<file path="src/rtl/pipe_skid_stage_reg.sv">
`default_nettype none
// ============================================================================
// Module   : pipe_skid_stage_reg
// Purpose  : Elastic pipeline-stage register with a valid/ready handshake.
//            It carries a DATA_W payload and CTRL_W control bits, and has a
//            2-entry skid buffer (main + skid), a synchronous flush that
//            inserts a bubble, and a saturating stall counter.
//            IN_READY is a flop output, so no combinational ready path
//            crosses this stage.
// Ports    : CLK        - clock; all state updates on posedge
//            RESET      - synchronous, active-high
//            FLUSH      - discard every held entry (redirect)
//            IN_VALID   - upstream entry present
//            IN_READY   - stage can accept (registered)
//            IN_DATA    - upstream payload
//            IN_CTRL    - upstream control bits
//            OUT_VALID  - entry present at output
//            OUT_READY  - downstream accepts
//            OUT_DATA   - held payload
//            OUT_CTRL   - held control; CTRL_BUBBLE whenever OUT_VALID=0
//            STALL_CNT  - saturating count of OUT_VALID & !OUT_READY cycles
// Revision : 1.0 - initial release
// ============================================================================
module pipe_skid_stage_reg #(
    parameter int unsigned          DATA_W      = 128,
    parameter int unsigned          CTRL_W      = 24,
    parameter logic [CTRL_W-1:0]    CTRL_BUBBLE = '0,
    parameter int unsigned          CNT_W       = 16
) (
    input  logic                CLK,
    input  logic                RESET,
    input  logic                FLUSH,
    input  logic                IN_VALID,
    output logic                IN_READY,
    input  logic [DATA_W-1:0]   IN_DATA,
    input  logic [CTRL_W-1:0]   IN_CTRL,
    output logic                OUT_VALID,
    input  logic                OUT_READY,
    output logic [DATA_W-1:0]   OUT_DATA,
    output logic [CTRL_W-1:0]   OUT_CTRL,
    output logic [CNT_W-1:0]    STALL_CNT
);

    // ------------------------------------------------------------------
    // State encoding
    //   EMPTY : main register invalid
    //   FULL  : main register valid, skid empty
    //   SKID  : main and skid both valid (upstream is held off)
    // ------------------------------------------------------------------
    localparam logic [1:0] ST_EMPTY = 2'd0;
    localparam logic [1:0] ST_FULL  = 2'd1;
    localparam logic [1:0] ST_SKID  = 2'd2;

    localparam logic [CNT_W-1:0] CNT_MAX = '1;

    logic [1:0]         state;
    logic [1:0]         state_nxt;

    logic [DATA_W-1:0]  main_data;
    logic [CTRL_W-1:0]  main_ctrl;
    logic [DATA_W-1:0]  skid_data;
    logic [CTRL_W-1:0]  skid_ctrl;

    logic               in_ready_q;
    logic [CNT_W-1:0]   stall_cnt;

    logic               out_valid;
    logic               accept;
    logic               drain;
    logic               stalled;

    // Register-load selects produced by the next-state logic
    logic               load_main_in;
    logic               load_main_skid;
    logic               load_skid;

    // ------------------------------------------------------------------
    // Handshake qualifiers
    // ------------------------------------------------------------------
    assign out_valid = (state == ST_FULL) || (state == ST_SKID);
    assign accept    = IN_VALID  & in_ready_q;
    assign drain     = out_valid & OUT_READY;
    assign stalled   = out_valid & ~OUT_READY;

    // ------------------------------------------------------------------
    // Next-state and load-select logic
    // ------------------------------------------------------------------
    always_comb begin
        state_nxt      = state;
        load_main_in   = 1'b0;
        load_main_skid = 1'b0;
        load_skid      = 1'b0;

        case (state)
            ST_EMPTY: begin
                if (accept) begin
                    state_nxt    = ST_FULL;
                    load_main_in = 1'b1;
                end
            end

            ST_FULL: begin
                if (accept && drain) begin
                    // Pass-through at full throughput: replace the main entry
                    load_main_in = 1'b1;
                end else if (accept) begin
                    // Downstream stalled while upstream delivered: park it
                    state_nxt = ST_SKID;
                    load_skid = 1'b1;
                end else if (drain) begin
                    state_nxt = ST_EMPTY;
                end
            end

            ST_SKID: begin
                // IN_READY is low here, so only the drain side can move.
                if (drain) begin
                    state_nxt      = ST_FULL;
                    load_main_skid = 1'b1;
                end
            end

            default: begin
                state_nxt = ST_EMPTY;
            end
        endcase

        // A flush empties the stage and drops any same-cycle accept. A drain
        // in this cycle has already completed downstream, so nothing to undo.
        if (FLUSH) begin
            state_nxt      = ST_EMPTY;
            load_main_in   = 1'b0;
            load_main_skid = 1'b0;
            load_skid      = 1'b0;
        end
    end

    // ------------------------------------------------------------------
    // State and registered ready
    // ------------------------------------------------------------------
    always_ff @(posedge CLK) begin
        if (RESET) begin
            state      <= ST_EMPTY;
            in_ready_q <= 1'b0;
        end else begin
            state      <= state_nxt;
            // Ready is a pure function of where the stage is going, which
            // keeps the upstream ready path free of any combinational logic.
            in_ready_q <= (state_nxt != ST_SKID);
        end
    end

    // ------------------------------------------------------------------
    // Main (output) register
    // ------------------------------------------------------------------
    always_ff @(posedge CLK) begin
        if (RESET) begin
            main_data <= '0;
            main_ctrl <= CTRL_BUBBLE;
        end else if (load_main_in) begin
            main_data <= IN_DATA;
            main_ctrl <= IN_CTRL;
        end else if (load_main_skid) begin
            main_data <= skid_data;
            main_ctrl <= skid_ctrl;
        end
    end

    // ------------------------------------------------------------------
    // Skid register: never visible at the output directly
    // ------------------------------------------------------------------
    always_ff @(posedge CLK) begin
        if (RESET) begin
            skid_data <= '0;
            skid_ctrl <= CTRL_BUBBLE;
        end else if (load_skid) begin
            skid_data <= IN_DATA;
            skid_ctrl <= IN_CTRL;
        end
    end

    // ------------------------------------------------------------------
    // Saturating stall counter; only RESET clears it, FLUSH does not.
    // ------------------------------------------------------------------
    always_ff @(posedge CLK) begin
        if (RESET) begin
            stall_cnt <= '0;
        end else if (stalled && (stall_cnt != CNT_MAX)) begin
            stall_cnt <= stall_cnt + CNT_W'(1);
        end
    end

    // ------------------------------------------------------------------
    // Outputs. The control field is forced to the bubble encoding whenever
    // nothing is valid, so a stale op can never cause a side effect.
    // ------------------------------------------------------------------
    assign IN_READY  = in_ready_q;
    assign OUT_VALID = out_valid;
    assign OUT_DATA  = main_data;
    assign OUT_CTRL  = out_valid ? main_ctrl : CTRL_BUBBLE;
    assign STALL_CNT = stall_cnt;

endmodule
`default_nettype wire

</file>
<file path="config.mk">
export PLATFORM = sky130hd
export DESIGN_NAME = pipe_skid_stage_reg
export DESIGN_NICKNAME = d
export VERILOG_FILES = /design/src/rtl/pipe_skid_stage_reg.sv
export SDC_FILE = /design/constraint.sdc
export NUM_CORES = 1
export LEC_CHECK = 0
export CORE_AREA = 3 3 179 181
export CTS_BUF_LIST = sky130_fd_sc_hd__clkbuf_2 sky130_fd_sc_hd__clkbuf_4 sky130_fd_sc_hd__clkbuf_8
export DETAILED_ROUTE_END_ITERATION = 10
export DIE_AREA = 0 0 182 184
export HOLD_SLACK_MARGIN = 0.05
export PLACE_DENSITY = 0.68
export SYNTH_ARGS = -nofsm -noshare
export SYNTH_HDL_FRONTEND = slang
export SYNTH_SLANG_ARGS = --single-unit
export TNS_END_PERCENT = 100
</file>
<file path="constraint.sdc">
create_clock -name CLK -period 2.86 [get_ports CLK]
set_clock_uncertainty 0.2 [all_clocks]
set_input_delay 0.572 -clock CLK [delete_from_list [all_inputs] [get_ports CLK]]
set_output_delay 0.572 -clock CLK [all_outputs]
set_load 0.01 [all_outputs]
</file>
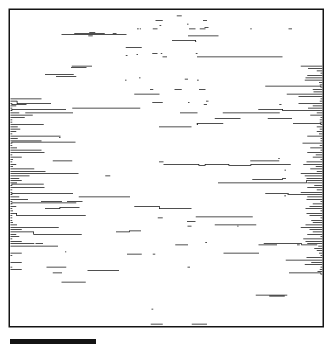
**Above:** M3 wires.
Scale bar: 50 um.
- main direction: horizontal
- wire length on this layer: 2370 um
- share of all routed wire: 6.7%
- nets with wire on the layer: 199
- longest straight run: 51.3 um

==> reports/results.tsv <==
stage	metric	value	unit
clock_tree	Post-CTS Hold Buffers	0	
synthesis	Mapped Area	0.0121	sq mm
synthesis	number of enable-type register cells in the synthesized netlist	0	
clock_tree	Clk Latency, worst-skew pair	0.56	ns
final_layout	multi-input gates	886	
synthesis	distinct cell type count of the synthesized netlist	39	
detailed_routing	DRT Wirelength	35100	um
detailed_routing	number of iterations in the first detailed-routing pass	5	
placed_design	pre-CTS setup slack	-0.0107	ns
worst_setup_path	startpoint of the most critical setup path	state[1]	
synthesis	Post-Synthesis Mean Instance Area	9.18	sq um
synthesis	yosys warning tally	0	
floorplanning	Die W	182	um
sta	Tmin final	2.71	ns
final_layout	summed area of non-filler cells in the final layout	0.0172	sq mm
final_layout	count of fill cells added during filler insertion	2736	
floorplanning	effective utilization at floorplan	39.6	%
floorplanning	boundary pin count	327	
synthesis	post-synthesis async set-or-reset flop share	0	%
final_layout	number of non-filler instances in the completed layout	2074	
global_route	pin count of the biggest net entering global routing	123	
clock_tree	clock tree from TritonCTS	done	
worst_setup_path	startpoint types	flop	
clock_tree	clock transition at the registers of the reported paths	0.06	ns
placed_design	dpl hpwl	23000	um
final_layout	final-layout clock-cell area share	6.55	%
power	peak supply drop	398	uV
clock_tree	buffers inserted during post-CTS setup optimization	0	
worst_setup_path	worst r2r path cells	4	
power	pwr dens	555	mW/mm^2
floorplanning	TAP cells	396	
global_route	wire length of the first global-routing pass	55800	um
final_layout	most instantiated logic cells after routing	321 x dfxtp_1, 314 x nand2_1, 300 x clkdlybuf4s50_1	
final_layout	sequential portion of the cell area	37.7	%
synthesis	sequential-to-total area share from yosys stat	53.4	%
worst_setup_path	list of cells traversed by the critical path	inv_1 > ha_4 > buf_12 > and2_1 > dlygate4sd2_1	
floorplanning	Chip Footprint	0.0335	sq mm
final_layout	synthesis-to-layout area growth	41.6	%
final_layout	Layout Utilization	56.1	%
global_route	antenna violations before repair	2	
detailed_routing	average routed wire per standard cell	16.9	um
worst_setup_path	Crit Reg-Reg Endpoint	STALL_CNT[6]	
global_route	number of global-route vias before repair	10400	
synthesis	cell count in the Yosys report	1320	
final_layout	area occupied by registers	0.00647	sq mm
worst_setup_path	number of buffers and inverters on the critical path	3	
placed_design	routability congestion estimate	0.787	
clock_tree	clock buffer depth	3	
run	total tool warning count	31	
detailed_routing	count of vias placed by the detailed router	10800	
synthesis	post-synth net total	1482	
sta	Worst Setup Slack, final	0.152	ns
final_layout	share of final layout cell area taken by non-clock buffers	22.2	%
detailed_routing	Routed Antenna Nets	0	
worst_setup_path	arrival time worst endpoint	1.94	ns
worst_setup_path	R2R setup slack	0.30	ns
synthesis	Yosys reg bits	323	
final_layout	non-clock inverter count	5	
clock_tree	number of buffers added by the clock tree synthesis step	53	
min_path	type of the tightest min-delay check	reg -> reg	
final_layout	number of flip-flops and latches	323	
placed_design	Placed Instance Area	0.0160	sq mm
sta	final hold slack	0.240	ns
clock_tree	cell at the root of the clock tree	clkbuf_8	
final_layout	# nets final	1797	
run	number of max-capacitance violations reported	0	
synthesis	Yosys Chip Area	0.0121	sq mm
synthesis	count of mapped cells out of synthesis	1320	
floorplanning	Std-Cell Rows	64	
final_layout	fraction of area in multi-input gates	30.5	%
worst_setup_path	logic depth of the worst setup path including buffers	5	
sta	final tally of setup violations	0	
worst_setup_path	capture point of the critical path	OUT_CTRL[12]	
placed_design	Port Buffers	326	
floorplanning	vertical extent of the die	184	um
final_layout	final antenna diode count	3	
sta	Hold Vio Cnt, Final	0	
global_route	aggregate global routing overflow	0	
placed_design	dpl cells	1975	
worst_setup_path	cell family with most CP delay	buffers and inverters	
worst_setup_path	Reg-to-Reg Start	STALL_CNT[9]	
final_layout	fraction of final layout cells with drive strength greater than 1	9.43	%
worst_setup_path	CP Capture Type	primary output	
worst_setup_path	Slowest-stage cell, CP	dfxtp_2	
min_path	worst hold path endpoint	main_ctrl[1]	
final_layout	layout clock buffer count	85	
worst_setup_path	largest stage delay on the critical path	0.37	ns
status	outcome	finished, final reports clean	
final_layout	non-clock buffer instance count of the final layout	366	
worst_setup_path	worst-path fanout max	13	
synthesis	most used flip-flop cell after synthesis	dfxtp_1	
min_path	Worst Hold Depth	1	
global_route	All-Layer GR Usage	20.1	%
min_path	Worst Min Path Start	main_ctrl[1]	
final_layout	MI comb area	0.00524	sq mm
power	power consumption	9.53	mW
clock_tree	total clock sinks	323	
clock_tree	# resized after CTS	39	
clock_tree	CTS H-tree lvls	2	
sta	fraction of the cycle the final worst path needs	94.7	%
detailed_routing	Post-route DRC	0	
worst_setup_path	CP Class	reg -> out	
sta	setup_tns	0	ns
power	leakage power summed over all cells	7.50	nW
detailed_routing	iteration-0 DRC count of the detailed router	475	
sta	count of final max-slew check failures	0	
sta	RSZ-0062 raised after global routing	no	
sta	fmax	369	MHz
detailed_routing	number of vias per cell after detailed routing	5.22	
final_layout	largest class	flip-flops and latches	
floorplanning	area of the placeable core	0.0306	sq mm
sta	slew of the pin with the lowest slew margin	1.21	ns
worst_setup_path	Data required, critical path	2.09	ns
sta	max_slew headroom	18.1	%
final_layout	most frequently placed logic cell in the final layout	dfxtp_1	
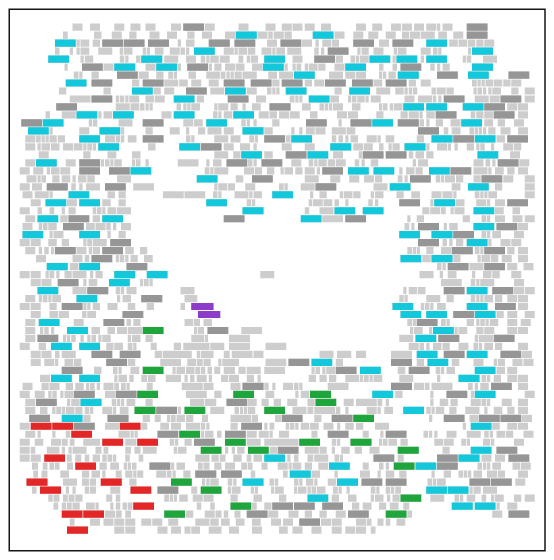
**Above:** where the registers sit.
- red: STALL_CNT (flops 16; where south-west)
- purple: state (flops 2)
- cyan: skid_data (flops 128; where widely spread)
- green: main_ctrl (flops 24)

==> routing by layer <==
| metal | up-vias | wire, um | global-route usage, % |
|---|---|---|---|
| li1 | 5275 | - | - |
| met1 | 5175 | 15100 | 25.5 |
| met2 | 302 | 16700 | 33.5 |
| met3 | 71 | 2370 | 5.22 |
| met4 | 0 | 976 | 6.86 |
| met5 | - | 0 | 0 |
==> cell families (layout without fill, tap and decap cells) <==
kind of cell / after synthesis / in the layout / share of synthesized area (%)
AND-OR/OR-AND: 489 / 489 / 28.6
adder cells (fa/ha/maj): 6 / 6 / 0.599
multiplexers: 3 / 3 / 0.268
flip-flops: 323 / 323 / 53.4
buffers and inverters: 111 / 466 / 3.68
other: 0 / 3 / 0
AND/OR/NAND/NOR: 385 / 385 / 13.3
XOR/XNOR: 3 / 3 / 0.217
==> where the power goes <==
part | switching, mW | internal [mW] | total, mW
combinational | 0.314 | 0.421 | 0.735
clock | 1.80 | 2.36 | 4.16
sequential | 0.0488 | 4.59 | 4.64
total | 2.16 | 7.37 | 9.53
==> cells in the mapped netlist (all sizes together) (2+ instances only) <==
cell type | number | area share (%)
dfxtp | 323 | 53
nand2 | 314 | 9.7
a21oi | 164 | 6.8
a22o | 153 | 11
a21o | 152 | 9.4
clkbuf | 71 | 2.2
buf | 35 | 1.3
and2 | 25 | 1.3
nand3 | 9 | 0.37
o21ai | 9 | 0.37
nor2 | 7 | 0.22
or3 | 7 | 0.36
nand4 | 6 | 0.31
ha | 5 | 0.52
inv | 5 | 0.15
or4 | 5 | 0.31
nor2b | 3 | 0.15
o31ai | 3 | 0.19
a31oi | 2 | 0.10
and4 | 2 | 0.14
mux2 | 2 | 0.19
nor4 | 2 | 0.10
xor2 | 2 | 0.14
Power is estimated from default activity; no workload was simulated.
